**config.mk**
```make
export PLATFORM = sky130hd
export DESIGN_NAME = axi_to_mem_flat
export DESIGN_NICKNAME = d
export VERILOG_FILES = /design/src/rtl/axi_to_mem_pkg.sv /design/src/rtl/axi_bus.sv /design/src/rtl/axi_to_mem_addr_gen.sv /design/src/rtl/axi_to_mem.sv /design/src/flat_wrapper.sv
export SDC_FILE = /design/constraint.sdc
export NUM_CORES = 1
export LEC_CHECK = 0
export ABC_AREA = 1
export CAP_MARGIN = 40
export CELL_PAD_IN_SITES_DETAIL_PLACEMENT = 2
export CELL_PAD_IN_SITES_GLOBAL_PLACEMENT = 2
export CORE_MARGIN = 2
export CORE_UTILIZATION = 22
export CTS_CLUSTER_SIZE = 16
export DETAILED_ROUTE_END_ITERATION = 12
export PLACE_DENSITY_LB_ADDON = 0.1
export SYNTH_ARGS = -nofsm -noshare
export SYNTH_HDL_FRONTEND = slang
export SYNTH_SLANG_ARGS = --single-unit
```
**constraint.sdc**
```tcl
create_clock -name clk_i -period 8.8 [get_ports clk_i]
set_input_delay 1.76 -clock clk_i [delete_from_list [all_inputs] [get_ports clk_i]]
set_output_delay 1.76 -clock clk_i [all_outputs]
set_load 0.01 [all_outputs]
```
**src/rtl/axi_to_mem_pkg.sv**
```systemverilog
// Shared definitions for the AXI-to-SRAM bridge: FSM encodings, burst types, response codes.
`default_nettype none

package axi_to_mem_pkg;

  typedef logic [2:0] state_t;

  localparam state_t ST_IDLE        = 3'd0;
  localparam state_t ST_READ        = 3'd1;
  localparam state_t ST_WAIT_WVALID = 3'd2;
  localparam state_t ST_WRITE       = 3'd3;
  localparam state_t ST_SEND_B      = 3'd4;

  localparam logic [1:0] BURST_FIXED = 2'b00;
  localparam logic [1:0] BURST_INCR  = 2'b01;
  localparam logic [1:0] BURST_WRAP  = 2'b10;

  localparam logic [1:0] RESP_OKAY = 2'b00;

endpackage

`default_nettype wire

```
**src/rtl/axi_bus.sv**
```systemverilog
// AXI_BUS: AXI4 channel bundle (AW/W/B/AR/R) with Slave and Master modports.
`default_nettype none

interface AXI_BUS #(
  parameter int unsigned AXI_ADDR_WIDTH = 64,
  parameter int unsigned AXI_DATA_WIDTH = 64,
  parameter int unsigned AXI_ID_WIDTH   = 10,
  parameter int unsigned AXI_USER_WIDTH = 10
);

  logic [AXI_ID_WIDTH-1:0]     aw_id;
  logic [AXI_ADDR_WIDTH-1:0]   aw_addr;
  logic [7:0]                  aw_len;
  logic [2:0]                  aw_size;
  logic [1:0]                  aw_burst;
  logic [AXI_USER_WIDTH-1:0]   aw_user;
  logic                        aw_valid;
  logic                        aw_ready;

  logic [AXI_DATA_WIDTH-1:0]   w_data;
  logic [AXI_DATA_WIDTH/8-1:0] w_strb;
  logic                        w_last;
  logic                        w_valid;
  logic                        w_ready;

  logic [AXI_ID_WIDTH-1:0]     b_id;
  logic [1:0]                  b_resp;
  logic [AXI_USER_WIDTH-1:0]   b_user;
  logic                        b_valid;
  logic                        b_ready;

  logic [AXI_ID_WIDTH-1:0]     ar_id;
  logic [AXI_ADDR_WIDTH-1:0]   ar_addr;
  logic [7:0]                  ar_len;
  logic [2:0]                  ar_size;
  logic [1:0]                  ar_burst;
  logic                        ar_valid;
  logic                        ar_ready;

  logic [AXI_ID_WIDTH-1:0]     r_id;
  logic [AXI_DATA_WIDTH-1:0]   r_data;
  logic [1:0]                  r_resp;
  logic                        r_last;
  logic [AXI_USER_WIDTH-1:0]   r_user;
  logic                        r_valid;
  logic                        r_ready;

  modport Slave (
    input  aw_id, aw_addr, aw_len, aw_size, aw_burst, aw_user, aw_valid,
    output aw_ready,
    input  w_data, w_strb, w_last, w_valid,
    output w_ready,
    output b_id, b_resp, b_user, b_valid,
    input  b_ready,
    input  ar_id, ar_addr, ar_len, ar_size, ar_burst, ar_valid,
    output ar_ready,
    output r_id, r_data, r_resp, r_last, r_user, r_valid,
    input  r_ready
  );

  modport Master (
    output aw_id, aw_addr, aw_len, aw_size, aw_burst, aw_user, aw_valid,
    input  aw_ready,
    output w_data, w_strb, w_last, w_valid,
    input  w_ready,
    input  b_id, b_resp, b_user, b_valid,
    output b_ready,
    output ar_id, ar_addr, ar_len, ar_size, ar_burst, ar_valid,
    input  ar_ready,
    input  r_id, r_data, r_resp, r_last, r_user, r_valid,
    output r_ready
  );

endinterface

`default_nettype wire

```
**src/rtl/axi_to_mem_addr_gen.sv**
```systemverilog
// axi_to_mem_addr_gen: next-beat address for FIXED/INCR/WRAP bursts.
// WRAP addressing is built only with AXI_TO_MEM_WRAP_BURST_EN; otherwise WRAP behaves as INCR.
`default_nettype none

module axi_to_mem_addr_gen
  import axi_to_mem_pkg::*;
#(
  parameter int unsigned ADDR_WIDTH = 64
) (
  input  logic [ADDR_WIDTH-1:0] addr_i,
  input  logic [7:0]            len_i,
  input  logic [2:0]            size_i,
  input  logic [1:0]            burst_i,
  output logic [ADDR_WIDTH-1:0] next_addr_o
);

  logic [ADDR_WIDTH-1:0] beat_bytes;
  logic [ADDR_WIDTH-1:0] aligned;
  logic [ADDR_WIDTH-1:0] incr_addr;

  assign beat_bytes = ADDR_WIDTH'(1) << size_i;
  assign aligned    = addr_i & ~(beat_bytes - ADDR_WIDTH'(1));
  assign incr_addr  = aligned + beat_bytes;

`ifdef AXI_TO_MEM_WRAP_BURST_EN
  logic [ADDR_WIDTH-1:0] wrap_mask;

  // Wrap window is (len+1) beats, aligned to its own size.
  assign wrap_mask = ((ADDR_WIDTH'(len_i) + ADDR_WIDTH'(1)) << size_i) - ADDR_WIDTH'(1);

  always_comb begin
    next_addr_o = incr_addr;
    case (burst_i)
      BURST_FIXED: next_addr_o = addr_i;
      BURST_WRAP:  next_addr_o = (addr_i & ~wrap_mask) | (incr_addr & wrap_mask);
      default:     next_addr_o = incr_addr;
    endcase
  end
`else
  logic unused_len;
  assign unused_len = ^len_i;

  always_comb begin
    next_addr_o = incr_addr;
    if (burst_i == BURST_FIXED) begin
      next_addr_o = addr_i;
    end
  end
`endif

endmodule

`default_nettype wire

```
**src/rtl/axi_to_mem.sv**
```systemverilog
// axi_to_mem: AXI4 slave to single-beat SRAM bridge, one burst at a time, 1-cycle read latency memory.
// Optional macro AXI_TO_MEM_WRAP_BURST_EN enables WRAP burst addressing.
`default_nettype none

module axi_to_mem
  import axi_to_mem_pkg::*;
#(
  parameter int unsigned AXI_ID_WIDTH   = 10,
  parameter int unsigned AXI_ADDR_WIDTH = 64,
  parameter int unsigned AXI_DATA_WIDTH = 64,
  parameter int unsigned AXI_USER_WIDTH = 10
) (
  input  logic                        clk_i,
  input  logic                        rst_ni,
  AXI_BUS.Slave                       slave,
  output logic                        req_o,
  output logic                        we_o,
  output logic [AXI_ADDR_WIDTH-1:0]   addr_o,
  output logic [AXI_DATA_WIDTH/8-1:0] be_o,
  output logic [AXI_DATA_WIDTH-1:0]   data_o,
  input  logic [AXI_DATA_WIDTH-1:0]   data_i,
  input  logic [AXI_USER_WIDTH-1:0]   user_i,
  output logic [AXI_USER_WIDTH-1:0]   user_o
);

  state_t                    state_q, state_d;
  logic [7:0]                cnt_q, cnt_d;
  logic [AXI_ID_WIDTH-1:0]   id_q, id_d;
  logic [7:0]                len_q, len_d;
  logic [2:0]                size_q, size_d;
  logic [1:0]                burst_q, burst_d;
  logic [AXI_ADDR_WIDTH-1:0] addr_q, addr_d;
  logic [AXI_USER_WIDTH-1:0] user_q, user_d;
  logic [AXI_ADDR_WIDTH-1:0] next_addr;
  logic                      last_beat;

  axi_to_mem_addr_gen #(
    .ADDR_WIDTH (AXI_ADDR_WIDTH)
  ) u_addr_gen (
    .addr_i      (addr_q),
    .len_i       (len_q),
    .size_i      (size_q),
    .burst_i     (burst_q),
    .next_addr_o (next_addr)
  );

  assign last_beat = (cnt_q == len_q);

  always_comb begin
    state_d = state_q;
    cnt_d   = cnt_q;
    id_d    = id_q;
    len_d   = len_q;
    size_d  = size_q;
    burst_d = burst_q;
    addr_d  = addr_q;
    user_d  = user_q;

    req_o  = 1'b0;
    we_o   = 1'b0;
    addr_o = addr_q;
    be_o   = '0;
    data_o = '0;
    user_o = '0;

    slave.aw_ready = 1'b0;
    slave.w_ready  = 1'b0;
    slave.ar_ready = 1'b0;
    slave.b_valid  = 1'b0;
    slave.b_id     = id_q;
    slave.b_resp   = RESP_OKAY;
    slave.b_user   = user_q;
    slave.r_valid  = 1'b0;
    slave.r_id     = id_q;
    slave.r_data   = data_i;
    slave.r_resp   = RESP_OKAY;
    slave.r_last   = last_beat;
    slave.r_user   = user_i;

    case (state_q)
      ST_IDLE: begin
        if (slave.ar_valid) begin
          slave.ar_ready = 1'b1;
          id_d    = slave.ar_id;
          addr_d  = slave.ar_addr;
          len_d   = slave.ar_len;
          size_d  = slave.ar_size;
          burst_d = slave.ar_burst;
          cnt_d   = '0;
          req_o   = 1'b1;
          addr_o  = slave.ar_addr;
          state_d = ST_READ;
        end else if (slave.aw_valid) begin
          slave.aw_ready = 1'b1;
          id_d    = slave.aw_id;
          addr_d  = slave.aw_addr;
          len_d   = slave.aw_len;
          size_d  = slave.aw_size;
          burst_d = slave.aw_burst;
          user_d  = slave.aw_user;
          cnt_d   = '0;
          state_d = ST_WAIT_WVALID;
        end
      end

      ST_READ: begin
        slave.r_valid = 1'b1;
        if (slave.r_ready) begin
          if (last_beat) begin
            state_d = ST_IDLE;
          end else begin
            cnt_d  = cnt_q + 8'd1;
            addr_d = next_addr;
            req_o  = 1'b1;
            addr_o = next_addr;
          end
        end else begin
          // Stalled: keep re-reading the same beat so data_i stays valid next cycle.
          req_o  = 1'b1;
          addr_o = addr_q;
        end
      end

      ST_WAIT_WVALID, ST_WRITE: begin
        slave.w_ready = 1'b1;
        if (slave.w_valid) begin
          req_o   = 1'b1;
          we_o    = 1'b1;
          addr_o  = addr_q;
          be_o    = slave.w_strb;
          data_o  = slave.w_data;
          user_o  = user_q;
          addr_d  = next_addr;
          cnt_d   = cnt_q + 8'd1;
          state_d = (slave.w_last || last_beat) ? ST_SEND_B : ST_WRITE;
        end
      end

      ST_SEND_B: begin
        slave.b_valid = 1'b1;
        if (slave.b_ready) begin
          state_d = ST_IDLE;
        end
      end

      default: state_d = ST_IDLE;
    endcase
  end

  always_ff @(posedge clk_i or negedge rst_ni) begin
    if (!rst_ni) begin
      state_q <= ST_IDLE;
      cnt_q   <= '0;
      id_q    <= '0;
      len_q   <= '0;
      size_q  <= '0;
      burst_q <= '0;
      addr_q  <= '0;
      user_q  <= '0;
    end else begin
      state_q <= state_d;
      cnt_q   <= cnt_d;
      id_q    <= id_d;
      len_q   <= len_d;
      size_q  <= size_d;
      burst_q <= burst_d;
      addr_q  <= addr_d;
      user_q  <= user_d;
    end
  end

endmodule

`default_nettype wire

```
**src/flat_wrapper.sv**
```systemverilog
// flat-port wrapper written by rule: the top's interface ports become plain ports
module axi_to_mem_flat import axi_to_mem_pkg::*;
#(
  parameter int unsigned AXI_ID_WIDTH   = 10,
  parameter int unsigned AXI_ADDR_WIDTH = 64,
  parameter int unsigned AXI_DATA_WIDTH = 64,
  parameter int unsigned AXI_USER_WIDTH = 10
)
  (clk_i, rst_ni, req_o, we_o, addr_o, be_o, data_o, data_i, user_i, user_o, slave_aw_id, slave_aw_addr, slave_aw_len, slave_aw_size, slave_aw_burst, slave_aw_user, slave_aw_valid, slave_aw_ready, slave_w_data, slave_w_strb, slave_w_last, slave_w_valid, slave_w_ready, slave_b_id, slave_b_resp, slave_b_user, slave_b_valid, slave_b_ready, slave_ar_id, slave_ar_addr, slave_ar_len, slave_ar_size, slave_ar_burst, slave_ar_valid, slave_ar_ready, slave_r_id, slave_r_data, slave_r_resp, slave_r_last, slave_r_user, slave_r_valid, slave_r_ready);
  AXI_BUS #(.AXI_ADDR_WIDTH(AXI_ADDR_WIDTH), .AXI_DATA_WIDTH(AXI_DATA_WIDTH), .AXI_ID_WIDTH(AXI_ID_WIDTH), .AXI_USER_WIDTH(AXI_USER_WIDTH)) slave_i ();
  input  logic clk_i;
  input  logic rst_ni;
  output logic req_o;
  output logic we_o;
  output logic [AXI_ADDR_WIDTH-1:0] addr_o;
  output logic [AXI_DATA_WIDTH/8-1:0] be_o;
  output logic [AXI_DATA_WIDTH-1:0] data_o;
  input  logic [AXI_DATA_WIDTH-1:0] data_i;
  input  logic [AXI_USER_WIDTH-1:0] user_i;
  output logic [AXI_USER_WIDTH-1:0] user_o;
  input wire logic [$bits(slave_i.aw_id)-1:0] slave_aw_id;
  input wire logic [$bits(slave_i.aw_addr)-1:0] slave_aw_addr;
  input wire logic [$bits(slave_i.aw_len)-1:0] slave_aw_len;
  input wire logic [$bits(slave_i.aw_size)-1:0] slave_aw_size;
  input wire logic [$bits(slave_i.aw_burst)-1:0] slave_aw_burst;
  input wire logic [$bits(slave_i.aw_user)-1:0] slave_aw_user;
  input wire logic [$bits(slave_i.aw_valid)-1:0] slave_aw_valid;
  output wire logic [$bits(slave_i.aw_ready)-1:0] slave_aw_ready;
  input wire logic [$bits(slave_i.w_data)-1:0] slave_w_data;
  input wire logic [$bits(slave_i.w_strb)-1:0] slave_w_strb;
  input wire logic [$bits(slave_i.w_last)-1:0] slave_w_last;
  input wire logic [$bits(slave_i.w_valid)-1:0] slave_w_valid;
  output wire logic [$bits(slave_i.w_ready)-1:0] slave_w_ready;
  output wire logic [$bits(slave_i.b_id)-1:0] slave_b_id;
  output wire logic [$bits(slave_i.b_resp)-1:0] slave_b_resp;
  output wire logic [$bits(slave_i.b_user)-1:0] slave_b_user;
  output wire logic [$bits(slave_i.b_valid)-1:0] slave_b_valid;
  input wire logic [$bits(slave_i.b_ready)-1:0] slave_b_ready;
  input wire logic [$bits(slave_i.ar_id)-1:0] slave_ar_id;
  input wire logic [$bits(slave_i.ar_addr)-1:0] slave_ar_addr;
  input wire logic [$bits(slave_i.ar_len)-1:0] slave_ar_len;
  input wire logic [$bits(slave_i.ar_size)-1:0] slave_ar_size;
  input wire logic [$bits(slave_i.ar_burst)-1:0] slave_ar_burst;
  input wire logic [$bits(slave_i.ar_valid)-1:0] slave_ar_valid;
  output wire logic [$bits(slave_i.ar_ready)-1:0] slave_ar_ready;
  output wire logic [$bits(slave_i.r_id)-1:0] slave_r_id;
  output wire logic [$bits(slave_i.r_data)-1:0] slave_r_data;
  output wire logic [$bits(slave_i.r_resp)-1:0] slave_r_resp;
  output wire logic [$bits(slave_i.r_last)-1:0] slave_r_last;
  output wire logic [$bits(slave_i.r_user)-1:0] slave_r_user;
  output wire logic [$bits(slave_i.r_valid)-1:0] slave_r_valid;
  input wire logic [$bits(slave_i.r_ready)-1:0] slave_r_ready;
  assign slave_i.aw_id = slave_aw_id;
  assign slave_i.aw_addr = slave_aw_addr;
  assign slave_i.aw_len = slave_aw_len;
  assign slave_i.aw_size = slave_aw_size;
  assign slave_i.aw_burst = slave_aw_burst;
  assign slave_i.aw_user = slave_aw_user;
  assign slave_i.aw_valid = slave_aw_valid;
  assign slave_aw_ready = slave_i.aw_ready;
  assign slave_i.w_data = slave_w_data;
  assign slave_i.w_strb = slave_w_strb;
  assign slave_i.w_last = slave_w_last;
  assign slave_i.w_valid = slave_w_valid;
  assign slave_w_ready = slave_i.w_ready;
  assign slave_b_id = slave_i.b_id;
  assign slave_b_resp = slave_i.b_resp;
  assign slave_b_user = slave_i.b_user;
  assign slave_b_valid = slave_i.b_valid;
  assign slave_i.b_ready = slave_b_ready;
  assign slave_i.ar_id = slave_ar_id;
  assign slave_i.ar_addr = slave_ar_addr;
  assign slave_i.ar_len = slave_ar_len;
  assign slave_i.ar_size = slave_ar_size;
  assign slave_i.ar_burst = slave_ar_burst;
  assign slave_i.ar_valid = slave_ar_valid;
  assign slave_ar_ready = slave_i.ar_ready;
  assign slave_r_id = slave_i.r_id;
  assign slave_r_data = slave_i.r_data;
  assign slave_r_resp = slave_i.r_resp;
  assign slave_r_last = slave_i.r_last;
  assign slave_r_user = slave_i.r_user;
  assign slave_r_valid = slave_i.r_valid;
  assign slave_i.r_ready = slave_r_ready;
  axi_to_mem #(.AXI_ID_WIDTH(AXI_ID_WIDTH), .AXI_ADDR_WIDTH(AXI_ADDR_WIDTH), .AXI_DATA_WIDTH(AXI_DATA_WIDTH), .AXI_USER_WIDTH(AXI_USER_WIDTH)) u_core (.clk_i(clk_i), .rst_ni(rst_ni), .slave(slave_i), .req_o(req_o), .we_o(we_o), .addr_o(addr_o), .be_o(be_o), .data_o(data_o), .data_i(data_i), .user_i(user_i), .user_o(user_o));
endmodule
```
==> impl_metrics.toml, run 1 <==
# flow metrics
[setup_path]
worstPathArrival_ns = 4.73
setup.worst_path.end = "addr_o[57]"
path_common_cell = "clkdlybuf4s50_1"
r2r-start = "u_core.size_q[0]"
path_max_fanout = 41
r2r_cells = 13

[detailed_routing]
wl_met2_microns = 36200
num_vias = 16584
remaining_drc_errors = 0
wl_per_cell_microns = 22.0

[finish]
areaGrowthSynthToFinish_pct = 37.8
mi_logic_area_sq_um = 8490
final_nets = 2946
final-nonclk-buf-share = 0.267

[power_and_ir_drop]
p_per_area_nw_per_um2 = 366
p_clk_frac = 0.069
clk-power_uw = 453
p_sw_mw = 3.79

[floorplanning]
pin_count = 600

[place]
hpwl_microns = 57700
dp_cells = 3366

[logic_synthesis]
top_cells_by_count = "802 x nand2_1, 360 x nor2_1, 159 x inv_1"
netlist_top_cells_area = "nand2_1 23%, dfrtp_1 21%, nor2_1 10%, buf_4 5.1%, nand3_1 5.1%"
yosysCellCount = 2325
yosysWarningCount = 0

[global_routing]
grtUsageTotal = 0.242
grt_pass1_wl_microns = 112000
grt_pass1_vias = 18049

[worst_hold_path]
hold_path_startpoint = "u_core.burst_q[1]"
hold_end = "u_core.burst_q[1]"

[job]
warnings = 26

[clock_network]
clk_pin_slew_worst_paths_ns = 0.10

[status]
status = "complete, no violations"

[final_timing]
slew_viol_final = 0
setup-violations-final = 0
run_1/util_map.png
The bar under the picture is 50 microns long. 25 x 25 tiles, from dark blue (low) to red (high), 0 to 100% covered.
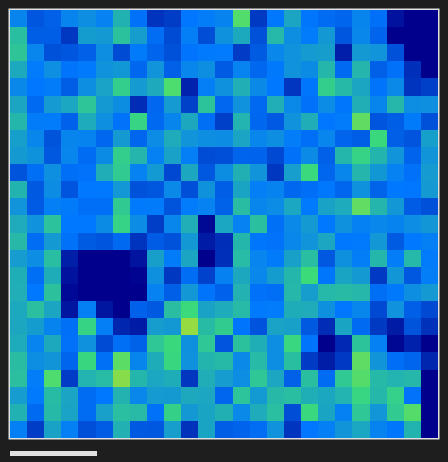
The mean over all tiles is 28%. 4.8% of the tiles are nearly empty. The fullest tile reaches 61%.

run_1/class_map.png
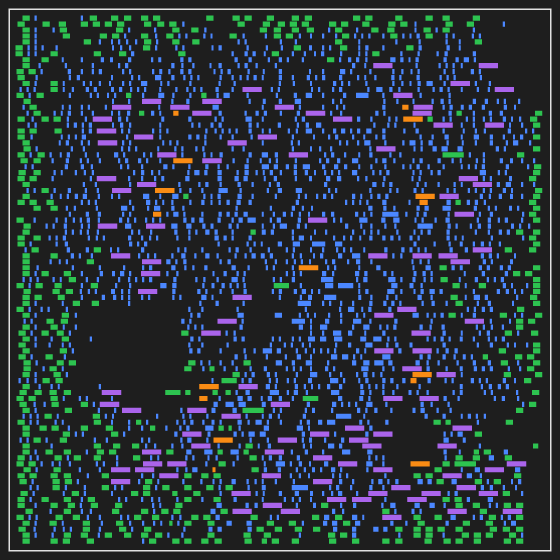
Key: purple = sequential cells [cells 108, share of their area 16%]; green = remaining buffers and delay cells [cells 476, share of their area 28%]; blue = remaining logic cells [cells 2,009, share of their area 54%]; orange = clock drivers and dummy loads [cells 16, share of their area 1.7%]

run_1/congestion_map.png
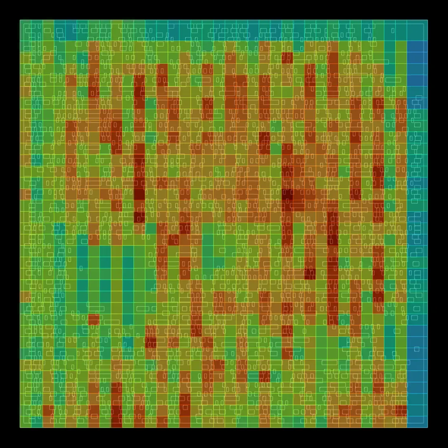
GRT met3 Usage: 0.0334
Core Util, Final: 0.305
met2 Resource Use GR: 0.418

==> inputs of run 2 (changes only) <==
- CORE_UTILIZATION: 22 -> 18
- clock period: 8.8 -> 5.27 ns (I/O delays scaled with it)
==> impl_metrics.toml, run 2 <==
# flow metrics
[place]
dp_cells = 3555
hpwl_microns = 61400

[power_and_ir_drop]
clk-power_uw = 773
p_sw_mw = 6.47
p_clk_frac = 0.069

[global_routing]
grt_pass1_wl_microns = 118000
grt_pass1_vias = 18492
grt.met3_usage = 0.0386
grtUsageTotal = 0.211
grtUsageMet2 = 0.371

[finish]
final_nets = 2964
areaGrowthSynthToFinish_pct = 41.2
final-nonclk-buf-share = 0.272
finish.utilization = 0.257

[worst_hold_path]
hold_path_startpoint = "u_core.burst_q[0]"
hold_end = "u_core.burst_q[0]"

[logic_synthesis]
yosysCellCount = 2325
netlist_top_cells_area = "nand2_1 23%, dfrtp_1 21%, nor2_1 10%, buf_4 5.1%, nand3_1 5.1%"
top_cells_by_count = "802 x nand2_1, 360 x nor2_1, 159 x inv_1"

[detailed_routing]
num_vias = 16763
remaining_drc_errors = 0
wl_met2_microns = 39400
wl_per_cell_microns = 22.3

[clock_network]
clk_pin_slew_worst_paths_ns = 0.08

[final_timing]
setup-violations-final = 0
slew_viol_final = 0

[floorplanning]
pin_count = 600

[setup_path]
path_common_cell = "nand2_1"
path_max_fanout = 12
setup.worst_path.end = "addr_o[49]"
r2r-start = "u_core.addr_q[10]"

[status]
status = "complete, no violations"
run_2/route_heat.png
The bar under the picture is 100 microns long. 27 x 27 tiles, from dark blue (low) to red (high), scaled to the fullest tile. Values are wire area over tile area, all layers added.
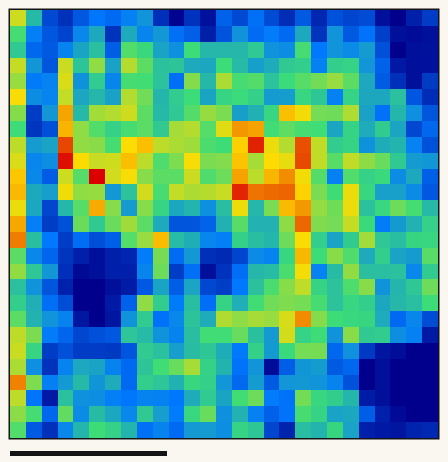
3.2% of the tiles are nearly empty. The fullest tile reaches 0.42. 31% of the tiles are over half the peak. The mean over all tiles is 0.17.

run_2/class_map.png
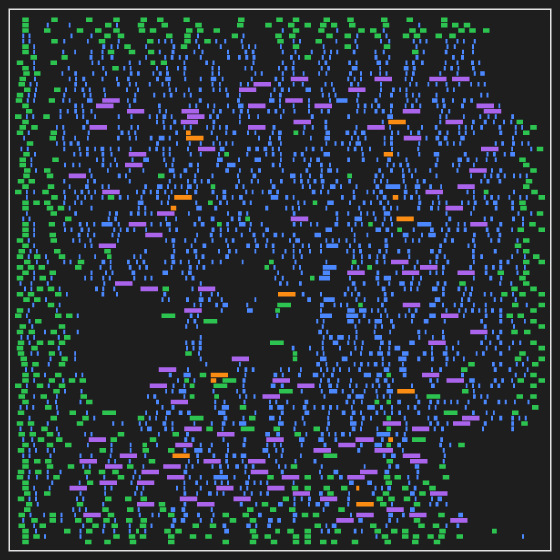
Key: blue = remaining logic cells [cells 2,009, share of their area 53%]; green = remaining buffers and delay cells [cells 494, share of their area 29%]; orange = clock drivers and dummy loads [cells 16, share of their area 1.7%]; purple = sequential cells [cells 108, share of their area 16%]

run_2/util_map.png
The bar under the picture is 100 microns long. 27 x 27 tiles, from dark blue (low) to red (high), 0 to 100% covered.
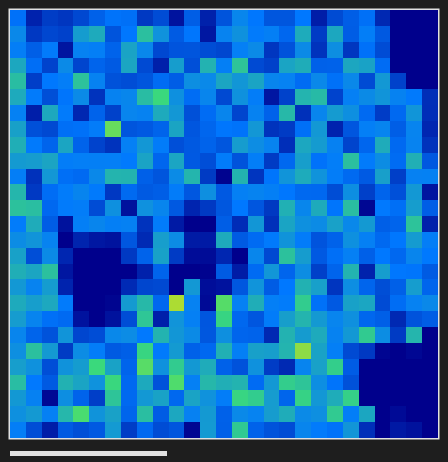
8.9% of the tiles are nearly empty. The fullest tile reaches 64%. The mean over all tiles is 23%. The densest ninth of the die: south.

==> inputs of run 3 (changes only) <==
- CTS_BUF_LIST: default -> sky130_fd_sc_hd__clkbuf_16
run_3/congestion_map.png
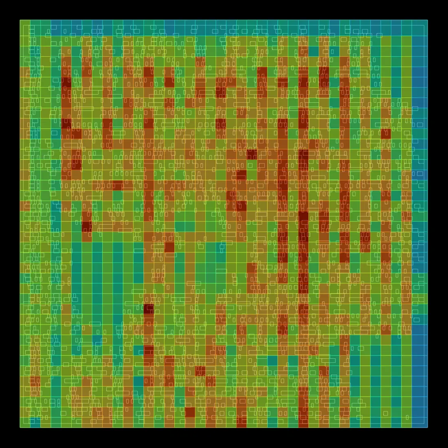
GRT met3 Usage: 0.0380
met2 Resource Use GR: 0.372
total global-route track usage: 0.211
met1 Use GR: 0.260
Core Util, Final: 0.257

run_3/route_heat.png
The bar under the picture is 100 microns long. 27 x 27 tiles, from dark blue (low) to red (high), scaled to the fullest tile. Values are wire area over tile area, all layers added.
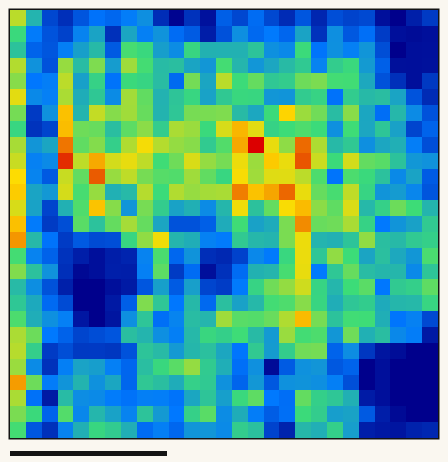
DR vias: 16,728
Avg WL per Cell: 22.3 microns
final wirelength: 79,900 microns

run_3/sizing.png
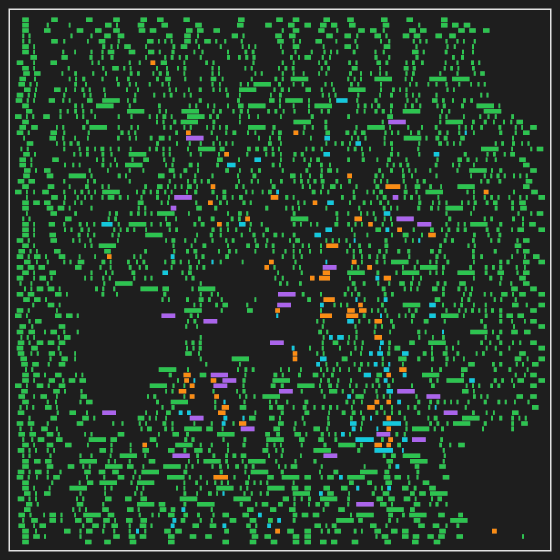
Key: green = x1 and smaller [cells 2,453, share 93%, most used nand2_1]; cyan = x2 [cells 84, share 3.2%, most used inv_2]; orange = x3 and x4 [cells 62, share 2.4%, most used buf_4]; purple = x6 and larger [cells 28, share 1.1%, most used buf_12]
area grow syn2layout: 41.1%
Non-CTS buffers: 494

==> impl_metrics.toml, run 3 <==
# flow metrics
[clock_network]
numCtsBuffers = 9
clk_pin_slew_worst_paths_ns = 0.08

[logic_synthesis]
top_cells_by_count = "802 x nand2_1, 360 x nor2_1, 159 x inv_1"
yosysCellCount = 2325
yosysWarningCount = 0
netlist_top_cells_area = "nand2_1 23%, dfrtp_1 21%, nor2_1 10%, buf_4 5.1%, nand3_1 5.1%"

[final_timing]
setup-violations-final = 0
slew_viol_final = 0

[finish]
seq_area_sq_um = 2710
final_nets = 2964
final-nonclk-buf-share = 0.272
mi_logic_area_sq_um = 8500
comb_area_frac = 0.463

[power_and_ir_drop]
p_sw_mw = 6.47
p_per_area_nw_per_um2 = 611

[setup_path]
worstPathArrival_ns = 3.89
r2r_cells = 14
r2r-start = "u_core.addr_q[10]"
setup.worst_path.end = "addr_o[49]"
path_common_cell = "nand2_1"
path_max_fanout = 12

[worst_hold_path]
hold_path_startpoint = "u_core.burst_q[0]"

[detailed_routing]
wl_met2_microns = 39400
remaining_drc_errors = 0

[job]
warnings = 26

[place]
hpwl_microns = 61400
dp_cells = 3555

[status]
status = "complete, no violations"

[global_routing]
grt_pass1_vias = 18485
grt_pass1_wl_microns = 118000

[floorplanning]
pin_count = 600
